==> images/final_clocks.png <==
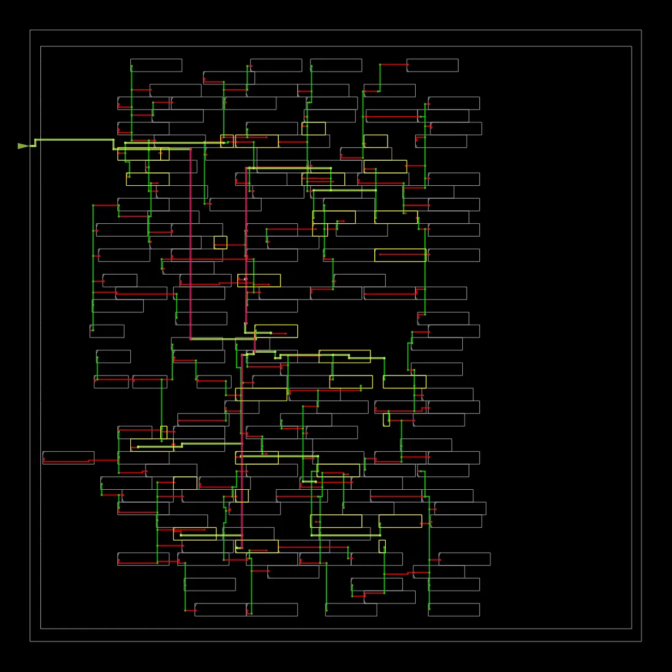
==> images/zoom.png <==
Scale bar: 20 microns. Window x 41 to 91, y 67 to 117 microns. Cells in grey, sequential cells in the stronger grey; small squares are vias.
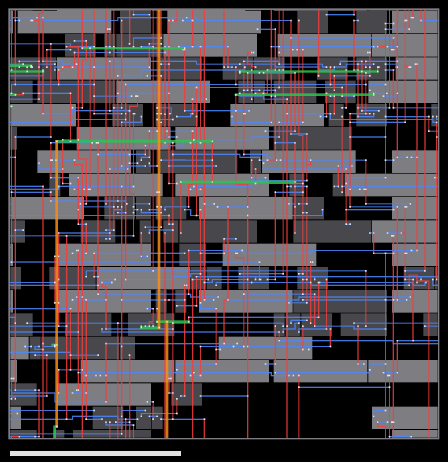
==> images/met1.png <==
Scale bar: 50 microns.
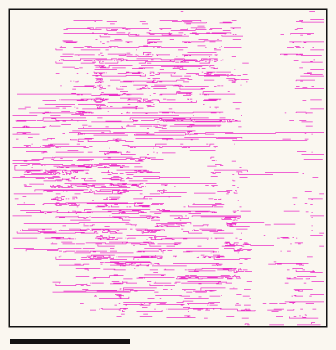
==> config.mk <==
export PLATFORM = sky130hd
export DESIGN_NAME = ic_bram_bridge_pipe
export DESIGN_NICKNAME = d
export VERILOG_FILES = /design/src/rtl/ic_bus_pkg.sv /design/src/rtl/ic_bram_bridge_rsp_fifo.sv /design/src/rtl/ic_bram_bridge_pipe.sv
export SDC_FILE = /design/constraint.sdc
export NUM_CORES = 1
export LEC_CHECK = 0
export ABC_AREA = 0
export ABC_CLOCK_PERIOD_IN_PS = 14300
export CAP_MARGIN = 30
export CORE_MARGIN = 2
export CORE_UTILIZATION = 40
export DETAILED_ROUTE_END_ITERATION = 10
export GPL_TIMING_DRIVEN = 0
export MAX_ROUTING_LAYER = met4
export PLACE_DENSITY = 0.75
export SYNTH_ARGS = -nofsm -noshare
export SYNTH_HDL_FRONTEND = slang
export SYNTH_HIERARCHICAL = 1
export SYNTH_SLANG_ARGS = --single-unit
==> constraint.sdc <==
create_clock -name g_clk -period 14.3 [get_ports g_clk]
set_clock_uncertainty 0.15 [all_clocks]
set_input_delay 2.86 -clock g_clk [delete_from_list [all_inputs] [get_ports g_clk]]
set_output_delay 2.86 -clock g_clk [all_outputs]
set_load 0.1 [all_outputs]
==> job_summary.md <==
### Flow metrics

| Metric | Value |
|---|---|
| # clock sinks | 142 |
| Predominant post-synthesis flop cell | edfxtp_1 |
| Worst reg-to-reg path cell count | 8 |
| # rows | 46 |
| Starting DRC count in detailed routing | 326 |
| Placer Congestion | 0.798 |
| Fin. Hold Viols | 0 |
| Slew Viols, Final | 0 |
| Critical Path Start Type | input port |
| Final nets | 722 |
| Vias in the first global route | 4326 |
| Cell Area, Synth | 0.00649 sq mm |
| Unrepaired setup endpoints after global routing | no |
| Final instance area | 0.00898 sq mm |
| Top-count cell post-synth | edfxtp_1 |
| I/O Buffers | 145 |
| Yosys stat cell total | 444 |
| Mapped Cells | 444 |
| WHS Path Cells | 2 |
| I/O Pins | 211 |
| Clk slew on worst S/H paths | 0.06 ns |
| Die footprint | 0.0173 sq mm |
| Status | complete, no violations |
| N_diodes | 0 |
| Setup TNS | 0 ns |
| Internal reg-to-reg setup slack | 11.33 ns |
| Max_slew headroom | 33.7% |
| Final min period | 8.98 ns |
| # hold bufs at CTS | 0 |
| Buf/Inv on CP | 3 |
| Core ar. | 0.0159 sq mm |
| Async SR Flop Fraction | 0% |
| MaxCap Viol Count | 0 |
| Remaining DRCs | 0 |
| Synth top area share | 61.1% |
| Synthesized registers | 142 |
| Clk ins delay skew pair | 0.42 ns |
| CP top delay family | buffers and inverters |
| Tot GR Track Use | 18.6% |
| CP Class | in2out |
| Final setup viols | 0 |
| Syn_nets | 552 |
| Req. time, crit path | 11.29 ns |
| Worst Hold Class | reg2reg |
| PwrDens | 123 mW/mm^2 |
| DIE WIDTH | 131 microns |
| Leakage power total | 3.07 nW |
| Routed Antenna Nets | 0 |
| Top cells by area | edfxtp_1 (61%), buf_4 (7.9%), mux2_4 (6.5%), mux2i_1 (5.1%), a32o_1 (4.9%) |
| Layout Utilization | 56.5% |
| Total power | 0.00111 W |
| Initial Utilization | 40.8% |
| Grt total ovfl | 0 |
| Tool Warnings | 26 |
| Crit-path cells | clkdlybuf4s50_1 > nor3_2 > clkbuf_1 > a32o_1 > clkdlybuf4s50_1 |
| Root buffer cell | clkbuf_16 |
| Yosys synthesis warning count | 6 |
| Detailed-router iteration count before antenna repair | 4 |
| Number of flip-flops in the largest register | 99 |
| Non-Filler Instances | 843 |
| Max incr delay on CP | 1.15 ns |
| Syn_area_per_cell | 14.6 sq um |
| Chip Area, Yosys | 0.00649 sq mm |
| Unique cell type count in the Yosys netlist | 35 |
| Crit-path slowest cell | clkdlybuf4s50_1 |
| Maximum VDD drop | 63.7 uV |
| WP depth | 5 |
| CTS tree | done |
| Layout cells sized above 1 | 24.7% |
| Initial antenna violation count | 0 |
| First-pass GRT wire length | 23900 microns |
| WP data arrival | 5.97 ns |
| Area after DPL | 0.00835 sq mm |
| Largest net degree at the start of global routing | 23 |
| Crit Path Max Fanout | 12 |
| Clock Tree Buf Depth | 2 |
| Seq/Total Area, Yosys | 64.2% |
| Peak Freq | 111 MHz |
| Tightest Pin Transition | 0.991 ns |
| Leading area contributor after synthesis | edfxtp_1 |
| CP endpoint kind | output pin |
| Placed Cells | 811 |
| Layout area overhead | 38.4% |
| Vias per cell | 5.06 |
| Fin crit share | 62.8% |
| Most frequent cells after synthesis | edfxtp_1 (132), buf_4 (68), nand2_1 (36) |
| Post-CTS resize count | 0 |
| H-tree depth | 4 |
| Number of enable flip-flop cells | 132 |
| WL per Instance | 18.8 microns |
## Picture notes: final_clocks.png
clkbuf count: 22
clock group total power: 0.000466 W

## Picture notes: zoom.png
Orange marks met4. Red marks met2. Blue marks met1. Green marks met3.
Most frequent: edfxtp_1 (32), a32o_1 (11). 97 logic cells have their middle in the window. Sequential cells in the window: 32.

## Picture notes: met1.png
The longest straight run is 40.9 microns. The layer holds 39% of the routed length. The layer carries 6250 microns of wire. The wires run mostly horizontal. 604 nets have wire on it.
final wirelength: 15800 microns
met1 Resource Use GR: 20.1%
total number of vias: 4266

-- kinds of logic after synthesis --
kind of cell | count (synthesis) | synth area share, %
xor+xnor | 2 | 0.270
fa+ha+maj | 1 | 0.193
buf+inv | 94 | 10.1
other cells | 1 | 0.0578
mux | 66 | 12.4
simple gates | 64 | 4.42
flops | 142 | 64.2
compound gates | 74 | 8.33
-- power breakdown --
part / switching, W / internal [W] / total (W)
clock: 0.000161 / 0.000305 / 0.000466
sequential: 0.00000112 / 0.000460 / 0.000461
combinational: 0.000121 / 0.0000576 / 0.000178
-- per-layer routing --
| layer | routed length [microns] | global-route usage [%] | vias up |
|---|---|---|---|
| met2 | 8040 | 32.4 | 217 |
| met5 | 0 | - | - |
| met4 | 455 | 7.25 | 0 |
| met1 | 6250 | 20.1 | 2067 |
| li1 | - | - | 1952 |
| met3 | 1090 | 5.48 | 30 |
-- worst min-delay path, stage by stage (launching register included) --
cell     delay [ns]
dfxtp_1        0.32
nand2_1        0.07
a21oi_1        0.07
-- area by class of cell --
cell class	instances	area, sq um
fill	1285	6910
sequential	142	4160
multi-input combinational	208	1700
timing repair buffer	151	1560
buffer	89	637
clock buffer	22	474
tap	216	270
clock inverter	10	160
inverter	5	18.8
-- per-stage QoR --
stage	hold WS (ns)	worst slack [ns]
after floorplan	0.304	6.97
after global placement	0.326	5.26
after detailed placement	0.346	5.33
after CTS	0.360	5.35
after global routing	0.388	5.21
final	0.368	5.32
-- cell usage in the layout, fill, tap and decap left out, drive strengths merged, types with 2 or more instances in the layout --
master and instances:
nor2 12, o21ai 34, a21oi 5, clkinv 3, edfxtp 132, and2 5, nand3 2, buf 86
a32o 32, nor3 2, clkinvlp 3, dfxtp 10, inv 5, clkdlybuf4s50 145, bufinv 4, clkbuf 31
mux2 33, mux2i 33, nand2 36
Power figures rest on the tool's default switching activity, not on a simulated workload.
